<file path="src/rtl/srp16_pkg.sv">
// Shared definitions for the 16-bit stack controller: op encodings, FSM states, SP default.
package srp16_pkg;

    typedef enum logic [1:0] {
        OpClear = 2'b00,
        OpPush  = 2'b01,
        OpPop   = 2'b10,
        OpPeek  = 2'b11
    } op_e;

    typedef enum logic [1:0] {
        StIdle,
        StWrite,
        StRead,
        StResp
    } state_e;

    localparam logic [15:0] SpBaseDefault = 16'hFFFF;

    // Address of the top word for a downward-growing stack, modulo 2^16.
    function automatic logic [15:0] sp_from_count(input logic [15:0] base,
                                                  input logic [15:0] cnt);
        return base - cnt + 16'd1;
    endfunction

endpackage

</file>
<file path="src/rtl/stack_ram.sv">
// Stack storage: DEPTH x 16, one synchronous write port and one synchronous read port, no reset.
module stack_ram #(
    parameter int unsigned DEPTH = 16,
    parameter int unsigned AW    = $clog2(DEPTH)
) (
    input  logic          clk,
    input  logic          we_i,
    input  logic [AW-1:0] waddr_i,
    input  logic [15:0]   wdata_i,
    input  logic          re_i,
    input  logic [AW-1:0] raddr_i,
    output logic [15:0]   rdata_o
);

    logic [15:0] mem_q [DEPTH];
    logic [15:0] rdata_q;

    always_ff @(posedge clk) begin
        if (we_i) begin
            mem_q[waddr_i] <= wdata_i;
        end
        if (re_i) begin
            rdata_q <= mem_q[raddr_i];
        end
    end

    assign rdata_o = rdata_q;

endmodule

</file>
<file path="src/rtl/stack_ctrl.sv">
// Request/response stack controller: push/pop/peek/clear over a synchronous RAM,
// one request per three cycles, with overflow/underflow reported on err.
module stack_ctrl
    import srp16_pkg::*;
#(
    parameter int unsigned DEPTH   = 16,
    parameter logic [15:0] SP_BASE = SpBaseDefault
) (
    input  logic        clk,
    input  logic        reset,
    input  logic        req_valid,
    output logic        req_ready,
    input  logic [1:0]  op,
    input  logic [15:0] din,
    output logic        resp_valid,
    output logic [15:0] dout,
    output logic        err,
    output logic [15:0] sp_out,
    output logic        full,
    output logic        empty
);

    localparam int unsigned AW = $clog2(DEPTH);
    localparam int unsigned CW = AW + 1;
    localparam logic [CW-1:0] DepthCnt = CW'(DEPTH);

    state_e        state_q, state_d;
    logic [CW-1:0] count_q, count_d;
    op_e           op_q, op_d;
    logic [15:0]   din_q, din_d;
    logic [15:0]   dout_q, dout_d;
    logic          err_q, err_d;
    logic          load_q, load_d;

    logic          accept;
    logic          ram_we, ram_re;
    logic [AW-1:0] ram_waddr, ram_raddr;
    logic [15:0]   ram_rdata;

    assign req_ready  = (state_q == StIdle);
    assign accept     = req_valid && req_ready;
    assign full       = (count_q == DepthCnt);
    assign empty      = (count_q == '0);
    assign sp_out     = sp_from_count(SP_BASE, 16'(count_q));
    assign resp_valid = (state_q == StResp);
    assign err        = resp_valid && err_q;
    // RAM read data lands in RESP, so present it directly while dout_q catches up.
    assign dout       = (resp_valid && load_q) ? ram_rdata : dout_q;

    always_comb begin
        state_d   = state_q;
        count_d   = count_q;
        op_d      = op_q;
        din_d     = din_q;
        dout_d    = dout_q;
        err_d     = err_q;
        load_d    = load_q;
        ram_we    = 1'b0;
        ram_re    = 1'b0;
        ram_waddr = count_q[AW-1:0];
        ram_raddr = AW'(count_q - 1'b1);

        unique case (state_q)
            StIdle: begin
                if (accept) begin
                    op_d    = op_e'(op);
                    din_d   = din;
                    err_d   = 1'b0;
                    load_d  = 1'b0;
                    state_d = StResp;
                    case (op_e'(op))
                        OpClear: count_d = '0;
                        OpPush: begin
                            if (full) err_d = 1'b1;
                            else      state_d = StWrite;
                        end
                        default: begin
                            if (empty) err_d = 1'b1;
                            else       state_d = StRead;
                        end
                    endcase
                end
            end
            StWrite: begin
                ram_we  = 1'b1;
                count_d = count_q + 1'b1;
                state_d = StResp;
            end
            StRead: begin
                ram_re = 1'b1;
                load_d = 1'b1;
                if (op_q == OpPop) begin
                    count_d = count_q - 1'b1;
                end
                state_d = StResp;
            end
            StResp: begin
                if (load_q) begin
                    dout_d = ram_rdata;
                end
                state_d = StIdle;
            end
            default: state_d = StIdle;
        endcase
    end

    always_ff @(posedge clk or negedge reset) begin
        if (!reset) begin
            state_q <= StIdle;
            count_q <= '0;
            op_q    <= OpClear;
            din_q   <= '0;
            dout_q  <= '0;
            err_q   <= 1'b0;
            load_q  <= 1'b0;
        end else begin
            state_q <= state_d;
            count_q <= count_d;
            op_q    <= op_d;
            din_q   <= din_d;
            dout_q  <= dout_d;
            err_q   <= err_d;
            load_q  <= load_d;
        end
    end

    stack_ram #(
        .DEPTH (DEPTH),
        .AW    (AW)
    ) u_ram (
        .clk     (clk),
        .we_i    (ram_we),
        .waddr_i (ram_waddr),
        .wdata_i (din_q),
        .re_i    (ram_re),
        .raddr_i (ram_raddr),
        .rdata_o (ram_rdata)
    );

endmodule

</file>
<file path="config.mk">
export PLATFORM = sky130hd
export DESIGN_NAME = stack_ctrl
export DESIGN_NICKNAME = d
export VERILOG_FILES = /design/src/rtl/srp16_pkg.sv /design/src/rtl/stack_ram.sv /design/src/rtl/stack_ctrl.sv
export SDC_FILE = /design/constraint.sdc
export NUM_CORES = 1
export LEC_CHECK = 0
export CAP_MARGIN = 15
export CORE_MARGIN = 2
export CORE_UTILIZATION = 45
export DETAILED_ROUTE_END_ITERATION = 12
export GPL_ROUTABILITY_DRIVEN = 0
export SYNTH_ARGS = -nofsm -noshare
export SYNTH_HDL_FRONTEND = slang
export SYNTH_SLANG_ARGS = --single-unit
</file>
<file path="constraint.sdc">
create_clock -name clk -period 4.3 [get_ports clk]
set_input_delay 0.86 -clock clk [delete_from_list [all_inputs] [get_ports clk]]
set_output_delay 0.86 -clock clk [all_outputs]
set_load 0.02 [all_outputs]
</file>
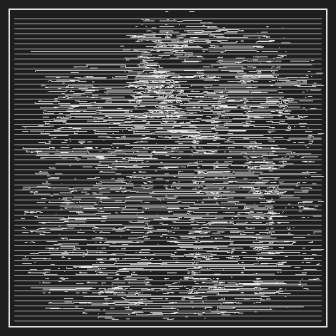
Figure 1: the metal 1 layer.
Supply wires on this layer in gray.
The longest straight run is 90.6 um. The wires run mostly horizontal. 738 nets have wire on it. The layer holds 45% of the routed length.
overall routed net length: 26200 um
count of vias placed by the detailed router: 6350
met1 demand-to-capacity share in global routing: 26.2%

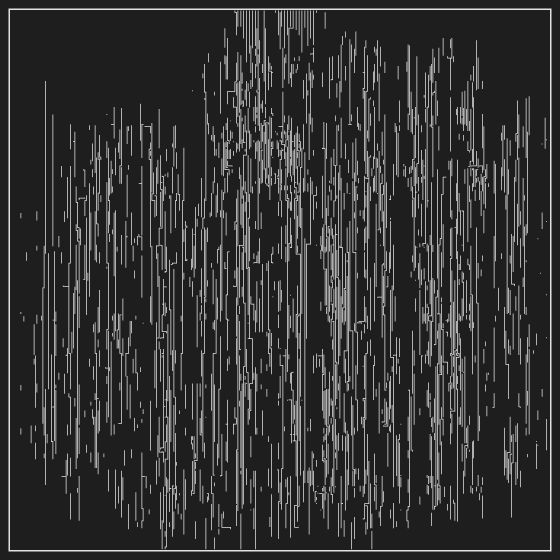
Figure 2: M2 wires.
The layer carries 12800 um of wire. The layer holds 49% of the routed length. The wires run mostly vertical. 676 nets have wire on it.
global-route track usage on met2: 30.3%

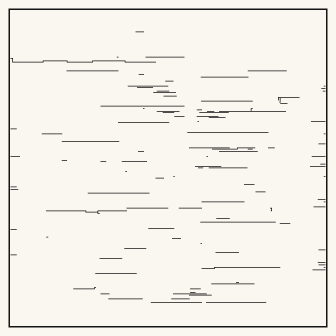
Figure 3: met3 routing.
The layer holds 4.8% of the routed length. 71 nets have wire on it. The wires run mostly horizontal. The layer carries 1260 um of wire.
GR Util met3: 2.41%

==> GITHUB_STEP_SUMMARY <==
## Implementation flow summary

| Metric | Value |
|---|---|
| Ports placed on the boundary | `58` |
| Dpl cells | `between 1000 and 1500` |
| Reg2reg end | `u_ram.rdata_o[7]` |
| Data buffer area share | `around 5.6%` |
| Number of multi-input combinational cells in the layout | `approximately 310` |
| Tally of nets with antenna violations remaining after routing | `0` |
| Port Buffers | `around 57` |
| Power dissipated in combinational cells | `around 0.0036 W` |
| Status | `finished, final reports clean` |
| Wire length per cell after detailed routing | `22.7 um` |
| Tally of unique sky130hd cells used after synthesis | `~42` |
| Seq/Total Area, Yosys | `74.0%` |
| Worst-skew pair later-pin latency | `between 0.5 and 0.6 ns` |
| Total die size | `29100 um2` |
| Critical path endpoint category | `primary output` |
| Post-route cell area | `~15000 um2` |
| Worst Max-Slew Pin Slew | `roughly 0.99 ns` |
| And+or+nand+nor area frac | `3.19%` |
| Pre-placement core utilization | `between 40% and 50%` |
| Power per cell area | `~750 nW/um2` |
| Total gr overflow | `0` |
| Largest non-sequential cell family by area | `multiplexers` |
| Maximum ir drop on the vdd rail | `approximately 0.33 mV` |
| Group drawing the most power | `registers` |
| Leakage | `just over 5 nW` |
| Post-detailed-placement cell area | `13500 um2` |
| Maximum number of pins on one net before global-route repair | `~44` |
| Top cell type by total area after synthesis | `edfxtp_1` |
| # Max-Cap Violations | `0` |
| Number of buffers outside the clock class in the layout | `86` |
| Sequential group share of total power | `between 40% and 50%` |
| Number of fillers in the final layout | `~2100` |
| Max Fanout on Critical Path | `16` |
| RSZ-0062 raised after global routing | `no` |
| Required time at the endpoint of the critical path | `about 3.4 ns` |
| Clock share of power | `about a quarter` |
| Leading cell types by total area after synthesis | `edfxtp_1 (65%), dfrtp_1 (8.6%), mux4_2 (5.8%)` |
| Max_slew headroom | `about a third` |
| Clock tree from TritonCTS | `built` |
| Global-route wire length before repair | `39700 um` |
| Clk slew on worst S/H paths | `about 0.060 ns` |
| Most frequent cells after synthesis | `edfxtp_1 (272), mux2i_1 (64), nand2_1 (49)` |
| Post-Route Setup TNS | `0 ns` |
| Logic depth of the worst register-to-register path | `7` |
| Via count of the first global-routing pass | `about 6600` |
| Well-Tap Cells | `372` |
| Yosys warning total | `0` |
| Syn Std Cell Area | `12500 um2` |
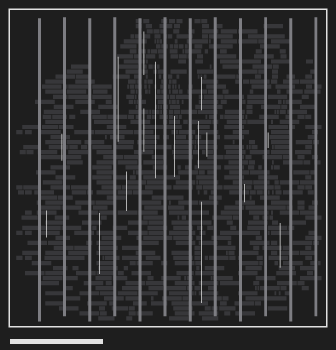
Figure 4: metal 4.
Scale bar: 50 um. Supply wires on this layer in gray. Cells faint in the background.
The layer carries 421 um of wire. The layer holds 1.6% of the routed length. The longest straight run is 62.6 um. 7 nets have wire on it.

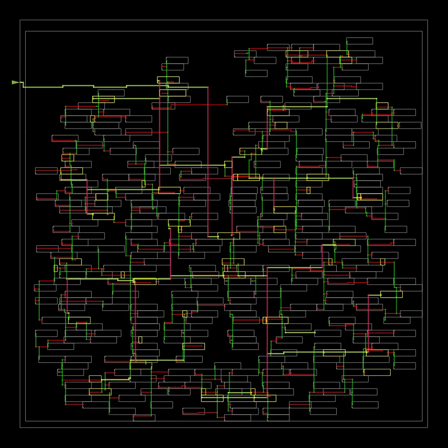
Figure 5: clock wiring as the flow saved it.
clock skew after layout: 0.0184 ns
clock sink count: 315
TritonCTS buffer count: 31
count of clock-net buffers in the final layout: 46

==> routing by layer <==
layer  vias to the layer above  GRT usage, %  share of wire [%]
met2                       167          30.3                 49
li1                       2837             -                  -
met4                         0          4.20                1.6
met5                         -             0                  0
met3                        39          2.41                4.8
met1                      3307          26.2                 45
==> registers in the layout (all words and copies together), names as in the netlist <==
name           flops
din_q             16
dout_q            16
u_ram.rdata_o     16
op_q               2
load_q             1
u_ram.mem_q      256
count_q            5
state_q            2
err_q              1
==> worst max-delay path: stages, from the launching register on <==
cell and delay (ns):
dfrtp_1 0.42, ha_1 0.24, nand2_1 0.61, mux2_2 0.43, clkdlybuf4s50_1 0.55
Power figures rest on the tool's default switching activity, not on a simulated workload.
